--- src/rtl/tlul_host_bridge.sv ---
// tlul_host_bridge: req/gnt/rvalid host bus to TL-UL A/D; 1-cycle issue latency, D response registered 1 cycle.
// Back-pressure: gnt_o low while the A stage is stalled or in-flight limit is reached. Optional TLUL_HOST_SRC_CHECK_EN.
package tlul_pkg;
  localparam int TL_AIW = 8;
  localparam logic [2:0] PutFullData    = 3'h0;
  localparam logic [2:0] PutPartialData = 3'h1;
  localparam logic [2:0] Get            = 3'h4;
  localparam logic [2:0] AccessAck      = 3'h0;
  localparam logic [2:0] AccessAckData  = 3'h1;
  localparam logic [3:0] MuBi4False     = 4'h9;

  typedef struct packed {
    logic [3:0] instr_type;
    logic [6:0] cmd_intg;
    logic [6:0] data_intg;
  } tl_a_user_t;

  typedef struct packed {
    logic [6:0] rsp_intg;
    logic [6:0] data_intg;
  } tl_d_user_t;

  typedef struct packed {
    logic              a_valid;
    logic [2:0]        a_opcode;
    logic [2:0]        a_param;
    logic [1:0]        a_size;
    logic [TL_AIW-1:0] a_source;
    logic [31:0]       a_address;
    logic [3:0]        a_mask;
    logic [31:0]       a_data;
    tl_a_user_t        a_user;
    logic              d_ready;
  } tl_h2d_t;

  typedef struct packed {
    logic              d_valid;
    logic [2:0]        d_opcode;
    logic [2:0]        d_param;
    logic [1:0]        d_size;
    logic [TL_AIW-1:0] d_source;
    logic              d_sink;
    logic [31:0]       d_data;
    tl_d_user_t        d_user;
    logic              d_error;
    logic              a_ready;
  } tl_d2h_t;

  // Hamming-style parity over the payload plus an overall parity bit.
  function automatic logic [6:0] intg_gen(input logic [63:0] din);
    logic [6:0] p;
    p = '0;
    for (int i = 0; i < 6; i++) begin
      for (int j = 0; j < 64; j++) begin
        if ((((j + 1) >> i) & 1) != 0) p[i] = p[i] ^ din[j];
      end
    end
    p[6] = ^{din, p[5:0]};
    return p;
  endfunction

  function automatic tl_a_user_t tlul_cmd_intg_gen(input logic [3:0] instr_type,
                                                   input logic [31:0] addr,
                                                   input logic [2:0] opcode,
                                                   input logic [3:0] mask,
                                                   input logic [31:0] data);
    tl_a_user_t u;
    u.instr_type = instr_type;
    u.cmd_intg   = intg_gen({21'b0, instr_type, addr, opcode, mask});
    u.data_intg  = intg_gen({32'b0, data});
    return u;
  endfunction
endpackage

module tlul_host_bridge
  import tlul_pkg::*;
#(
  parameter int unsigned MaxOutstanding = 2,
  parameter int unsigned SrcBase        = 0
) (
  input  logic        clk_i,
  input  logic        rst_ni,
  input  logic        req_i,
  output logic        gnt_o,
  input  logic        we_i,
  input  logic [31:0] addr_i,
  input  logic [31:0] wdata_i,
  input  logic [3:0]  be_i,
  output logic        rvalid_o,
  output logic [31:0] rdata_o,
  output logic        rerr_o,
  output logic        rwrite_o,
  output logic        busy_o,
  output logic        err_o,
  output tl_h2d_t     tl_o,
  input  tl_d2h_t     tl_i
);
  localparam int unsigned CntW  = $clog2(MaxOutstanding + 1);
  localparam int unsigned SlotW = (MaxOutstanding > 1) ? $clog2(MaxOutstanding) : 1;
  localparam logic [CntW:0]    MaxCnt   = (CntW + 1)'(MaxOutstanding);
  localparam logic [CntW-1:0]  FullCnt  = CntW'(MaxOutstanding);
  localparam logic [SlotW-1:0] LastSlot = SlotW'(MaxOutstanding - 1);

  logic             a_valid_q, a_valid_d;
  logic [2:0]       a_opcode_q, a_opcode_d;
  logic [31:0]      a_address_q, a_address_d;
  logic [3:0]       a_mask_q, a_mask_d;
  logic [31:0]      a_data_q, a_data_d;
  logic [SlotW-1:0] slot_q, slot_d;
  logic [CntW-1:0]  cnt_q, cnt_d;
  logic             rvalid_q, rvalid_d;
  logic [31:0]      rdata_q, rdata_d;
  logic             rerr_q, rerr_d;
  logic             rwrite_q, rwrite_d;

  logic              a_pop, cnt_nz, d_acc;
  logic [CntW:0]     in_flight;
  logic [TL_AIW-1:0] a_source;

  assign a_pop     = a_valid_q & tl_i.a_ready;
  assign cnt_nz    = (cnt_q != '0);
  // Responses arriving with nothing outstanding are forwarded but not counted.
  assign d_acc     = tl_i.d_valid & cnt_nz;
  assign in_flight = {1'b0, cnt_q} + {{CntW{1'b0}}, a_valid_q};
  assign gnt_o     = req_i & (~a_valid_q | a_pop) & (in_flight < MaxCnt);
  assign a_source  = TL_AIW'(SrcBase) + TL_AIW'(slot_q);

  always_comb begin
    a_valid_d   = a_valid_q;
    a_opcode_d  = a_opcode_q;
    a_address_d = a_address_q;
    a_mask_d    = a_mask_q;
    a_data_d    = a_data_q;
    slot_d      = slot_q;
    cnt_d       = cnt_q;
    rvalid_d    = tl_i.d_valid;
    rdata_d     = rdata_q;
    rerr_d      = rerr_q;
    rwrite_d    = rwrite_q;
    if (gnt_o) begin
      a_valid_d   = 1'b1;
      a_opcode_d  = !we_i ? Get : ((be_i == 4'hF) ? PutFullData : PutPartialData);
      a_address_d = {addr_i[31:2], 2'b00};
      a_mask_d    = be_i;
      a_data_d    = we_i ? wdata_i : 32'h0;
    end else if (a_pop) begin
      a_valid_d = 1'b0;
    end
    if (a_pop) slot_d = (slot_q == LastSlot) ? '0 : slot_q + SlotW'(1);
    if (a_pop && !d_acc && cnt_q != FullCnt) cnt_d = cnt_q + CntW'(1);
    else if (!a_pop && d_acc)                cnt_d = cnt_q - CntW'(1);
    if (tl_i.d_valid) begin
      rdata_d  = tl_i.d_data;
      rerr_d   = tl_i.d_error;
      rwrite_d = (tl_i.d_opcode == AccessAck);
    end
  end

  always_ff @(posedge clk_i) begin
    if (!rst_ni) begin
      a_valid_q   <= 1'b0;
      a_opcode_q  <= Get;
      a_address_q <= '0;
      a_mask_q    <= '0;
      a_data_q    <= '0;
      slot_q      <= '0;
      cnt_q       <= '0;
      rvalid_q    <= 1'b0;
      rdata_q     <= '0;
      rerr_q      <= 1'b0;
      rwrite_q    <= 1'b0;
    end else begin
      a_valid_q   <= a_valid_d;
      a_opcode_q  <= a_opcode_d;
      a_address_q <= a_address_d;
      a_mask_q    <= a_mask_d;
      a_data_q    <= a_data_d;
      slot_q      <= slot_d;
      cnt_q       <= cnt_d;
      rvalid_q    <= rvalid_d;
      rdata_q     <= rdata_d;
      rerr_q      <= rerr_d;
      rwrite_q    <= rwrite_d;
    end
  end

`ifdef TLUL_HOST_SRC_CHECK_EN
  logic [TL_AIW-1:0] src_fifo_q [MaxOutstanding];
  logic [SlotW-1:0]  wr_q, wr_d, rd_q, rd_d;
  logic              err_q, err_d;

  always_comb begin
    wr_d  = wr_q;
    rd_d  = rd_q;
    err_d = err_q | (tl_i.d_valid & (~cnt_nz | (tl_i.d_source != src_fifo_q[rd_q])));
    if (a_pop) wr_d = (wr_q == LastSlot) ? '0 : wr_q + SlotW'(1);
    if (d_acc) rd_d = (rd_q == LastSlot) ? '0 : rd_q + SlotW'(1);
  end

  always_ff @(posedge clk_i) begin
    if (a_pop) src_fifo_q[wr_q] <= a_source;
  end

  always_ff @(posedge clk_i) begin
    if (!rst_ni) begin
      wr_q  <= '0;
      rd_q  <= '0;
      err_q <= 1'b0;
    end else begin
      wr_q  <= wr_d;
      rd_q  <= rd_d;
      err_q <= err_d;
    end
  end

  assign err_o = err_q;

  logic unused_sigs;
  assign unused_sigs = ^{addr_i[1:0], tl_i.d_param, tl_i.d_size, tl_i.d_sink, tl_i.d_user};
`else
  assign err_o = 1'b0;

  logic unused_sigs;
  assign unused_sigs = ^{addr_i[1:0], tl_i.d_param, tl_i.d_size, tl_i.d_sink, tl_i.d_user,
                         tl_i.d_source};
`endif

  assign rvalid_o = rvalid_q;
  assign rdata_o  = rdata_q;
  assign rerr_o   = rerr_q;
  assign rwrite_o = rwrite_q;
  assign busy_o   = a_valid_q | cnt_nz;

  always_comb begin
    tl_o           = '0;
    tl_o.a_valid   = a_valid_q;
    tl_o.a_opcode  = a_opcode_q;
    tl_o.a_param   = 3'h0;
    tl_o.a_size    = 2'd2;
    tl_o.a_source  = a_source;
    tl_o.a_address = a_address_q;
    tl_o.a_mask    = a_mask_q;
    tl_o.a_data    = a_data_q;
    tl_o.a_user    = tlul_cmd_intg_gen(MuBi4False, a_address_q, a_opcode_q, a_mask_q, a_data_q);
    tl_o.d_ready   = 1'b1;
  end
endmodule

--- config.mk ---
export PLATFORM = sky130hd
export DESIGN_NAME = tlul_host_bridge
export DESIGN_NICKNAME = d
export VERILOG_FILES = /design/src/rtl/tlul_host_bridge.sv
export SDC_FILE = /design/constraint.sdc
export NUM_CORES = 1
export LEC_CHECK = 0
export ABC_AREA = 1
export CORE_MARGIN = 2
export CORE_UTILIZATION = 45
export CTS_BUF_LIST = sky130_fd_sc_hd__clkbuf_4 sky130_fd_sc_hd__clkbuf_8 sky130_fd_sc_hd__clkbuf_16
export CTS_CLUSTER_SIZE = 10
export DETAILED_ROUTE_END_ITERATION = 12
export HOLD_SLACK_MARGIN = 0.08
export PLACE_DENSITY = 0.86
export SETUP_SLACK_MARGIN = 0.4
export SLEW_MARGIN = 40
export SYNTH_ARGS = -nofsm -noshare
export SYNTH_HDL_FRONTEND = slang
export SYNTH_SLANG_ARGS = --single-unit
--- constraint.sdc ---
create_clock -name clk_i -period 2.5 [get_ports clk_i]
set_clock_uncertainty 0.1 [all_clocks]
set_input_delay 0.5 -clock clk_i [delete_from_list [all_inputs] [get_ports clk_i]]
set_output_delay 0.5 -clock clk_i [all_outputs]
set_load 0.05 [all_outputs]
Figure 1. Wiring by layer (run 1).
Scale: 3 px per um.
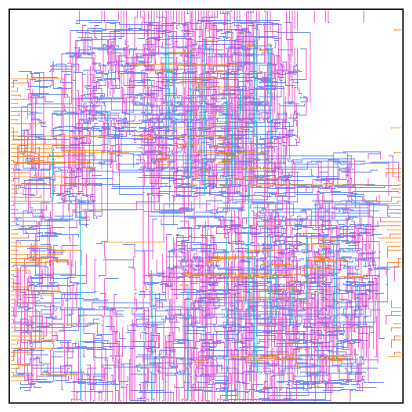
- magenta: met2 (wire length 13000 um)
- blue: met1 (wire length 10200 um)
- cyan: met4 (wire length 1500 um)
- orange: met3 (wire length 2070 um)
GRT Resource Usage Total: 28.2%
Avg WL per Cell: 16.3 um
Vias: 8584

Figure 2. Routing congestion map (run 1).
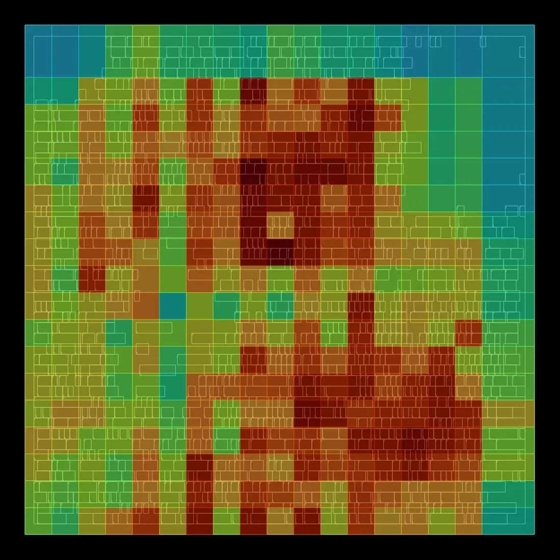
GR Layer Usage met1: 33.4%
GRT met3 Usage: 5.99%
met2 Use GR: 47.5%

Figure 3. Port wiring (run 1).
Scale: 3 px per um.
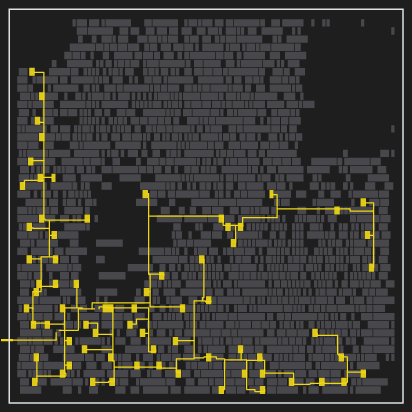
- yellow: rst_ni (bits 1; direction input; end cells 71; buffers 3; wire 765 um)
Ports: 280
port bufs: 228

-- run 1: worst paths after layout --
kind | cells past startpoint | to | slack, ps
worst max-delay path | 20 | tl_o[14] | -500
worst min-delay path | 2 | rdata_o[28] | 390
worst max register to register | 6 | a_data_q[9] | 800
worst min register to register | 2 | rdata_o[28] | 390
-- run 1: stage by stage --
| stage | instances | total power [mW] | instance area [um2] |
|---|---|---|---|
| after global routing | 1640 | 14.3 | 11400 |
| after detailed placement | 1592 | 10.6 | 10100 |
| final | 1641 | 13.5 | 11400 |
| after floorplan | 1196 | 7.77 | 7670 |
| after CTS | 1624 | 12.5 | 10800 |
| after global placement | 1592 | 10.4 | 10100 |
-- run 1: cell families (layout without fill, tap and decap cells) --
group	count (synthesis)	count (layout)	synth area share (%)
AND-OR/OR-AND	152	152	11.2
XOR/XNOR	84	84	10.6
other	2	25	0.104
flip-flops	107	107	29.6
buffers and inverters	193	418	12.0
AND/OR/NAND/NOR	639	639	36.4
-- run 1: cells in the final DEF, fill, tap and decap left out, types with 6 or more instances in the layout --
master / n
a211oi_1: 19
a21oi_1: 60
buf_12: 17
buf_4: 37
buf_6: 15
clkbuf_16: 9
clkdlybuf4s50_1: 105
conb_1: 21
dfxtp_1: 40
dfxtp_2: 13
dfxtp_4: 54
dlygate4sd2_1: 100
dlymetal6s2s_1: 6
inv_1: 58
inv_2: 38
inv_4: 20
nand2_1: 291
nand2_2: 139
nand2_4: 32
nand3_1: 39
nand3_2: 21
nor2_1: 98
o21ai_0: 69
xnor2_1: 29
xnor2_2: 13
xor2_1: 29
xor2_2: 10
-- run 1: routing by layer --
metal,track usage (%),share of wire (%),vias to the layer above
li1,-,-,4087
met1,33.4,38,3942
met2,47.5,49,433
met3,5.99,7.7,122
met4,15.8,5.6,0
met5,0,0,-
==> results.cfg, run 1 <==
; synthesis and place-and-route metrics
[sta]
worst_slack_ps = -504
min_period_ps = 3000
fin_crit_sh_pct = 120
finalHoldViolCount = 0
relSlewSlack_pct = 60.5
rsz0062_at_grt = yes
worstMarginPinSlew_ps = 595
fin_setup_tns_ps = -1990
setup_violations = 10
maxSlewViolCount = 0
fmax_mhz = 333
hold_slack_ps = 394

[clock_tree]
cts_setup_buffers = 16
clk_latency_ps = 360
numCtsBuffers = 9
clkSinkCount = 107
ctsHtreeMaxLevel = 3
path_clk_slew_ps = 80
cts_root_buffer = clkbuf_16
cts_tree = built
ctsResizeCount = 237
clk_path_buf_depth = 2
ctsHoldBuffers = 0

[logic_synthesis]
ys_async_sr_fraction_pct = 0
synthMostInstantiatedCell = nand2_1
top_cells_by_count = nand2_1, dfxtp_1, nor2_1, inv_1, o21ai_0
yosys.area.top_type = dfxtp_1
ys_seq_share_pct = 29.6
edf_count = 0
top_area_share_pct = 29.6
syn_area_mm2 = 0.00723
ys.flop_type = dfxtp_1
ys_seq_elements = 107
ys_cells = 1177
synth.distinct_cells = 32
syn_area_per_cell_um2 = 6.14
yosysWarnings = 0
synth-area-yosys_mm2 = 0.00723
syn-instance-count = 1177
area_leaders = dfxtp_1, nand2_1, nor2_1

[worst_setup_path]
slowest_stage = dfxtp_4
critPathMaxStageDelay_ps = 380
path_max_fanout = 6
critPathLaunch = a_address_q[19]
cp_top_family = simple AND/OR/NAND/NOR gates
critPathKind = reg2out
path_cells = inv_4 > nand2_1 > nand2_2 > nand2_1 > nand2_2 > nand3_2 > nand2_1 > nand2_1 > nand2_2 > inv_2 > nand2_2 > nand2_1 > nand2_2 > nand2_2 > nand2_2 > nand2_2 > nand2_2 > inv_2 > nor2_4 > buf_12
worst_path_most_repeated_cell = nand2_2
r2r_start = cnt_q[0]
critPathLaunchType = register
end_kind = output port
worstPathBufferInverterCount = 4
arrival_ps = 2400
worstPathRequired_ps = 1900

[route]
viasPerCell = 5.23
antenna_left = 0
wl_mm = 26.7
drtIter0Drc = 589
drc_errors = 0
drtPass1Iterations = 5

[floorplan]
core_area_mm2 = 0.0158
die_h_um = 131
die_width_um = 131
std_cell_rows = 46
fp_util_pct = 45.8
chipArea_mm2 = 0.0171
taps = 216

[run_status]
status = complete, but fails checks
violations = negative setup slack

[min_path]
min_path_type = reg2reg
worstHoldStart = rdata_o[28]

[pwr]
power.density_mw_per_mm2 = 1190
p_seq_share_pct = 17.2
p_comb_mw = 9.73
p_leak_nw = 5.67
power_leader = combinational cells
pwr-share-comb_pct = 71.8
p_sw_share_pct = 51.7
pg_seq_mw = 2.33
power.internal_mw = 6.55
p_switching_mw = 7.00
vdd_ir_drop_max_mv = 1.65
clk-power_mw = 1.49
clkPwrFrac_pct = 11.0

[place]
pre_cts_ws_ps = -38.7
hpwl_mm = 17.4
gp_congestion = 0.899

[layout]
bufAreaShareNonClock_pct = 24.7
clockNetworkAreaShare_pct = 2.71
comb_area_mm2 = 0.00513
comb_share_pct = 45.0
num-multi-input-gates = 896
largest_class = logic gates
antenna_cells = 4
inv_count = 119
nFillCells = 1154
syn_to_final_growth_pct = 57.8
utilization_pct = 72.3
seq_share_pct = 20.7
seqCellArea_mm2 = 0.00236
flop-count = 107
nClkBuffers = 9
nets = 1554
signal_buffers = 283
drive_gt1_share_pct = 31.2

[grt]
overflow = 0
grt_pass1_vias = 7926
antenna_found_initial = 3
grt_pass1_wl_mm = 38.1
grt_max_degree = 79

[job]
tool_warnings = 59
maxCapViolations = 0
==> run 1 -> run 2 <==
--- a/config.mk
+++ b/config.mk
@@ -12,7 +12,7 @@
 export CTS_CLUSTER_SIZE = 10
 export DETAILED_ROUTE_END_ITERATION = 12
 export HOLD_SLACK_MARGIN = 0.08
-export PLACE_DENSITY = 0.86
+export PLACE_DENSITY = 0.79
 export SETUP_SLACK_MARGIN = 0.4
 export SLEW_MARGIN = 40
 export SYNTH_ARGS = -nofsm -noshare
Figure 4. Port wiring (run 2).
Scale: 3 px per um.
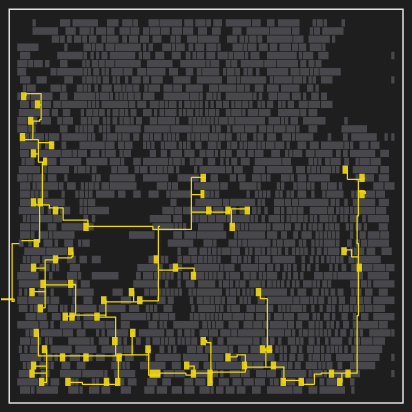
- yellow: rst_ni (bits 1; direction input; end cells 71; buffers 2; wire 723 um)

Figure 5. Routing congestion map (run 2).
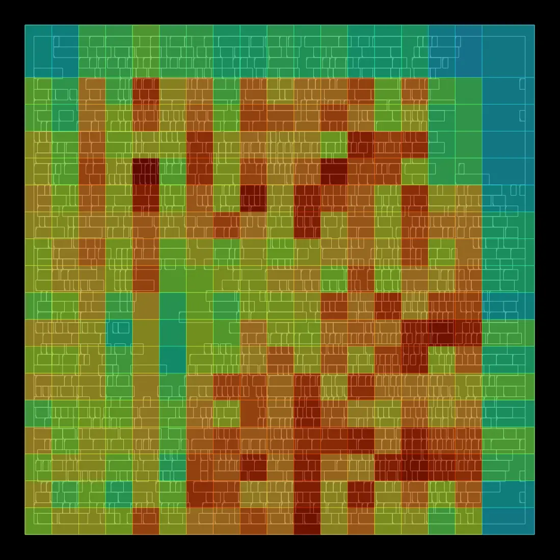
most used routing layer: met2
met2 Use GR: 46.8%

==> run 2 against run 1 <==
First-iteration DRC count fell by 19%. The flow still finishes with violations (negative setup slack). Register-to-register slack barely moved. Non-clock buffer count rose by 9. Synthesized area did not move. Die size did not move. Design area fell by 0.13%. Sequential power barely moved. Worst hold slack got worse by 18 ps. Final cell count rose by 0.30%.
==> results.cfg, run 2 <==
; synthesis and place-and-route metrics
[run_status]
status = complete, but fails checks
violations = negative setup slack

[floorplan]
core_area_mm2 = 0.0158
fp_util_pct = 45.8
die_h_um = 131
chipArea_mm2 = 0.0171
std_cell_rows = 46
die_width_um = 131

[sta]
maxSlewViolCount = 0
worstMarginPinSlew_ps = 593
setup_violations = 9
relSlewSlack_pct = 60.6
fin_crit_sh_pct = 116
min_period_ps = 2900
finalHoldViolCount = 0
fmax_mhz = 345
rsz0062_at_grt = yes
hold_slack_ps = 377
fin_setup_tns_ps = -1310
worst_slack_ps = -397

[route]
wl_met1_mm = 9.83
routed.top_layer = met4
wl_met2_mm = 11.8
drc_errors = 0
dr_total_vias = 8227
wl_mm = 24.1
routed-wl-met3_mm = 1.85
antenna_left = 0
drtIter0Drc = 477
routedWlPerCell_um = 14.7
viasPerCell = 5.00

[job]
tool_warnings = 59
maxCapViolations = 0

[grt]
use_met3_pct = 5.74
overflow = 0
grt_pass1_vias = 7725
grt.total_usage_pct = 27.2
grt_use_met1_pct = 33.8
grt_pass1_wl_mm = 36.8
grt_max_degree = 54
antenna_found_initial = 0

[layout]
drive_gt1_share_pct = 29.8
final_cell_mix = nand2_1, nand2_2, clkdlybuf4s50_1
layout.cells.non_filler = 1646
nets = 1563
antenna_cells = 0
stdcell_area_mm2 = 0.0114
syn_to_final_growth_pct = 57.6
utilization_pct = 72.2
layout_top_cell = nand2_1

[worst_setup_path]
setup.worst_path.end = tl_o[7]
critPathKind = reg2out
reg2regPathDepth = 7
critPathLaunch = a_data_q[14]
reg2reg_slack_ps = 790
r2r_start = a_valid_q
arrival_ps = 2300
path_max_fanout = 6
r2r_end = a_data_q[9]
worstPathRequired_ps = 1900
end_kind = output port

[pwr]
power.internal_mw = 6.54
vdd_ir_drop_max_mv = 1.71
power.density_mw_per_mm2 = 1170
clkPwrFrac_pct = 11.1
p_sw_share_pct = 50.8
p_leak_nw = 5.65
p_seq_share_pct = 17.3
pwr-share-comb_pct = 71.6
finalPower_mw = 13.3
p_switching_mw = 6.75

[logic_synthesis]
ys_seq_share_pct = 29.6
syn_area_per_cell_um2 = 6.14
top_cells_by_count = nand2_1, dfxtp_1, nor2_1, inv_1, o21ai_0
ys_seq_elements = 107
area_leaders = dfxtp_1, nand2_1, nor2_1
syn_area_mm2 = 0.00723
synthMostInstantiatedCell = nand2_1
ys.flop_type = dfxtp_1
ys_async_sr_fraction_pct = 0
ys_cells = 1177
syn-instance-count = 1177
synth-area-yosys_mm2 = 0.00723
yosys.area.top_type = dfxtp_1

[place]
port_buffers = 228
placed_cell_area_mm2 = 0.0102
dpl.cell_count = 1595
pre_cts_ws_ps = -70.7
gp_congestion = 0.875

[clock_tree]
clkSinkCount = 107
clk_latency_ps = 360
numCtsBuffers = 9
cts_setup_buffers = 20
path_clk_slew_ps = 70
ctsResizeCount = 224
clk_path_buf_depth = 2
ctsHoldBuffers = 0
cts_root_buffer = clkbuf_16

[min_path]
min_path_type = reg2reg
[run 2: cell types whose count changed in the layout (fill, tap and decap cells not counted), sizes merged]
cell,previous run,this run
buf,71,81
clkinv,4,6
diode,4,0
dlygate4sd2,100,104
dlymetal6s2s,6,1
inv,122,120
[run 2: worst min-delay path by stage]
stage,startpoint,to,cells past startpoint
after floorplan,a_valid_q,a_valid_q,2
after global placement,rwrite_o,rwrite_o,2
after detailed placement,rwrite_o,rwrite_o,2
after CTS,rwrite_o,rwrite_o,2
after global routing,rwrite_o,rwrite_o,2
final,rwrite_o,rwrite_o,2
[run 2: kinds of logic (layout without fill, tap and decap cells)]
group,after synthesis,count (layout),synth area share [%]
buf+inv,193,427,12.0
flops,107,107,29.6
xor+xnor,84,84,10.6
other cells,2,21,0.104
compound gates,152,152,11.2
simple gates,639,639,36.4
[run 2: power by group through the flow]
stage / Clock, mW / Sequential [mW] / Combinational (mW)
floorplan: 0 / 2.87 / 4.89
global placement: 0 / 2.31 / 8.19
detailed placement: 0 / 2.32 / 8.34
CTS: 1.50 / 2.28 / 8.81
global route: 1.56 / 2.33 / 10.2
finish: 1.47 / 2.30 / 9.52
[run 2: critical path: stages, from the launching register on]
cell	delay, ps
dfxtp_4	390
buf_12	140
nor2_1	90
nor2_1	40
nand2_1	100
nand2_2	80
nand2_4	90
nand2_4	60
nand2_4	100
nand2_4	60
nand2_4	110
nand2_8	60
nand2_4	60
nand2_2	50
nand2_2	70
nand3_2	100
nand2_2	90
nand2_2	60
nand2_4	70
buf_12	130
[run 2: layout make-up]
type | instances | area (um2)
fill | 1283 | 4380
timing repair buffer | 292 | 2910
clock inverter | 7 | 78.8
multi-input combinational | 896 | 5050
inverter | 119 | 492
sequential | 107 | 2370
tap | 216 | 270
clock buffer | 9 | 225
==> run 2 -> run 3 <==
--- a/config.mk
+++ b/config.mk
@@ -9,7 +9,7 @@
 export CORE_MARGIN = 2
 export CORE_UTILIZATION = 45
 export CTS_BUF_LIST = sky130_fd_sc_hd__clkbuf_4 sky130_fd_sc_hd__clkbuf_8 sky130_fd_sc_hd__clkbuf_16
-export CTS_CLUSTER_SIZE = 10
+export CTS_CLUSTER_SIZE = 8
 export DETAILED_ROUTE_END_ITERATION = 12
 export HOLD_SLACK_MARGIN = 0.08
 export PLACE_DENSITY = 0.79
Figure 6. Wiring by layer (run 3).
Scale: 3 px per um.
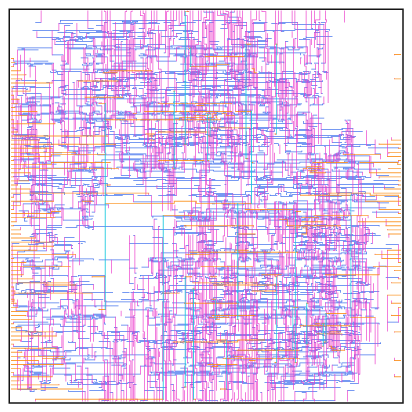
- cyan: met4 (wire length 628 um)
- magenta: met2 (wire length 11800 um)
- blue: met1 (wire length 9840 um)
- orange: met3 (wire length 1850 um)
GRT Resource Usage Total: 27.2%
Vias: 8227
total wire length: 24.1 mm

Figure 7. Routing congestion map (run 3).
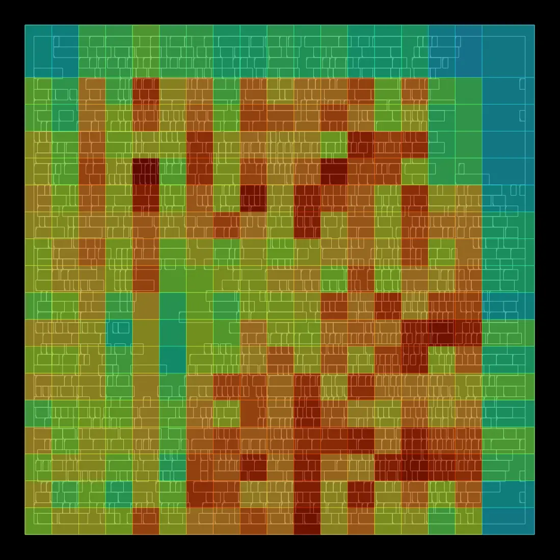
Avg WL per Cell: 14.7 um
Core Util, Final: 72.2%
GR Layer Usage met1: 33.8%
GRT met3 Usage: 5.74%

==> run 3 against run 2 <==
The run still ends with negative setup slack left. Sequential share of layout area is the same. Utilization did not move. Flip-flop count unchanged. Count of clock-buffer cells in the layout unchanged. Critical path depth did not move. Via count unchanged.
==> results.cfg, run 3 <==
; synthesis and place-and-route metrics
[run_status]
status = complete, but fails checks
violations = negative setup slack

[sta]
fin_crit_sh_pct = 116
relSlewSlack_pct = 60.6
finalHoldViolCount = 0
worst_slack_ps = -397
rsz0062_at_grt = yes
maxSlewViolCount = 0
hold_slack_ps = 377
fin_setup_tns_ps = -1310
min_period_ps = 2900
fmax_mhz = 345
setup_violations = 9
worstMarginPinSlew_ps = 593

[logic_synthesis]
ys_seq_elements = 107
ys_sh_mux_pct = 0
syn_area_mm2 = 0.00723
synth.distinct_cells = 32
yosysWarnings = 0
aoi_share_pct = 11.2
synthMostInstantiatedCell = nand2_1
ys_seq_share_pct = 29.6
synthSimpleGateAreaFrac_pct = 36.4
syn_area_per_cell_um2 = 6.14
ys_async_sr_fraction_pct = 0
top_cells_by_count = nand2_1, dfxtp_1, nor2_1, inv_1, o21ai_0
edf_count = 0
syn-instance-count = 1177
synth-area-yosys_mm2 = 0.00723
synth-adder-area-share_pct = 0
area_leaders = dfxtp_1, nand2_1, nor2_1
ys_cells = 1177

[floorplan]
core_area_mm2 = 0.0158
die_h_um = 131

[layout]
stdcell_area_mm2 = 0.0114
layout_top_cell = nand2_1
layout.cells.non_filler = 1646
drive_gt1_share_pct = 29.8
nets = 1563
antenna_cells = 0
final_cell_mix = nand2_1, nand2_2, clkdlybuf4s50_1

[clock_tree]
ctsHoldBuffers = 0
clk_path_buf_depth = 2
path_clk_slew_ps = 70
clk_latency_ps = 360
cts_tree = built
clkSinkCount = 107
cts_root_buffer = clkbuf_16

[pwr]
clkPwrFrac_pct = 11.1
p_switching_mw = 6.75
p_leak_nw = 5.65
pwr-share-comb_pct = 71.6
p_sw_share_pct = 50.8
power.density_mw_per_mm2 = 1170

[worst_setup_path]
path_cells = buf_12 > nor2_1 > nor2_1 > nand2_1 > nand2_2 > nand2_4 > nand2_4 > nand2_4 > nand2_4 > nand2_4 > nand2_8 > nand2_4 > nand2_2 > nand2_2 > nand3_2 > nand2_2 > nand2_2 > nand2_4 > buf_12
setup.worst_path.end = tl_o[7]
r2r_start = a_valid_q
reg2regPathDepth = 7
critPathMaxStageDelay_ps = 390
end_kind = output port
worstPathRequired_ps = 1900
arrival_ps = 2300
worst_path_most_repeated_cell = nand2_4
reg2reg_slack_ps = 790
critPathKind = reg2out
critPathLaunchType = register

[place]
dpl.cell_count = 1595
hpwl_mm = 17.5
pre_cts_ws_ps = -70.7
placed_cell_area_mm2 = 0.0102

[route]
drc_errors = 0
viasPerCell = 5.00
antenna_left = 0
drtPass1Iterations = 5

[grt]
grt_pass1_vias = 7725
antenna_found_initial = 0
grt_pass1_wl_mm = 36.8

[min_path]
min_path_type = reg2reg
holdPathEnd = rwrite_o
whs_path_depth = 2
worstHoldStart = rwrite_o

[job]
tool_warnings = 59
-- run 3: power by group through the flow --
stage / combinational, mW / sequential (mW) / clock, mW
final: 9.52 / 2.30 / 1.47
after global routing: 10.2 / 2.33 / 1.56
after CTS: 8.81 / 2.28 / 1.50
after detailed placement: 8.34 / 2.32 / 0
after global placement: 8.19 / 2.31 / 0
after floorplan: 4.89 / 2.87 / 0
-- run 3: per-layer routing --
metal / wire [um] / vias up / GRT usage (%)
li1: - / 4094 / -
met1: 9830 / 3771 / 33.8
met2: 11800 / 313 / 46.8
met3: 1850 / 49 / 5.74
met4: 627 / 0 / 9.76
met5: 0 / - / 0
-- run 3: through the flow --
step / power [mW] / util [%]
floorplan: 7.77 / -
global placement: 10.5 / 64.6
detailed placement: 10.7 / 64.6
CTS: 12.6 / 68.7
global route: 14.1 / 72.2
finish: 13.3 / 72.2
-- run 3: final cells by class --
| type | count | area [um2] |
|---|---|---|
| multi-input combinational | 896 | 5050 |
| fill | 1283 | 4380 |
| timing repair buffer | 292 | 2910 |
| sequential | 107 | 2370 |
| inverter | 119 | 492 |
| tap | 216 | 270 |
| clock buffer | 9 | 225 |
| clock inverter | 7 | 78.8 |
-- run 3: what timing repair did --
action / in CTS / in global routing
pin swaps: 77 / 63
endpoints found under the setup margin: 120 / 15
cloned: 0 / 0
gates resized: 224 / 128
setup buffers: 20 / 15
-- run 3: critical path, delay by kind of cell (launching register included) --
family                 cells  cell delay, ps
buffers and inverters      2             270
AND/OR/NAND/NOR           17            1290
flip-flops                 1             390
-- run 3: cells by family after synthesis --
| group | after synthesis |
|---|---|
| AND/OR/NAND/NOR | 639 |
| buffers and inverters | 193 |
| XOR/XNOR | 84 |
| AND-OR/OR-AND | 152 |
| other | 2 |
| flip-flops | 107 |
No activity file was given, so power comes from the tool's default toggle rates.
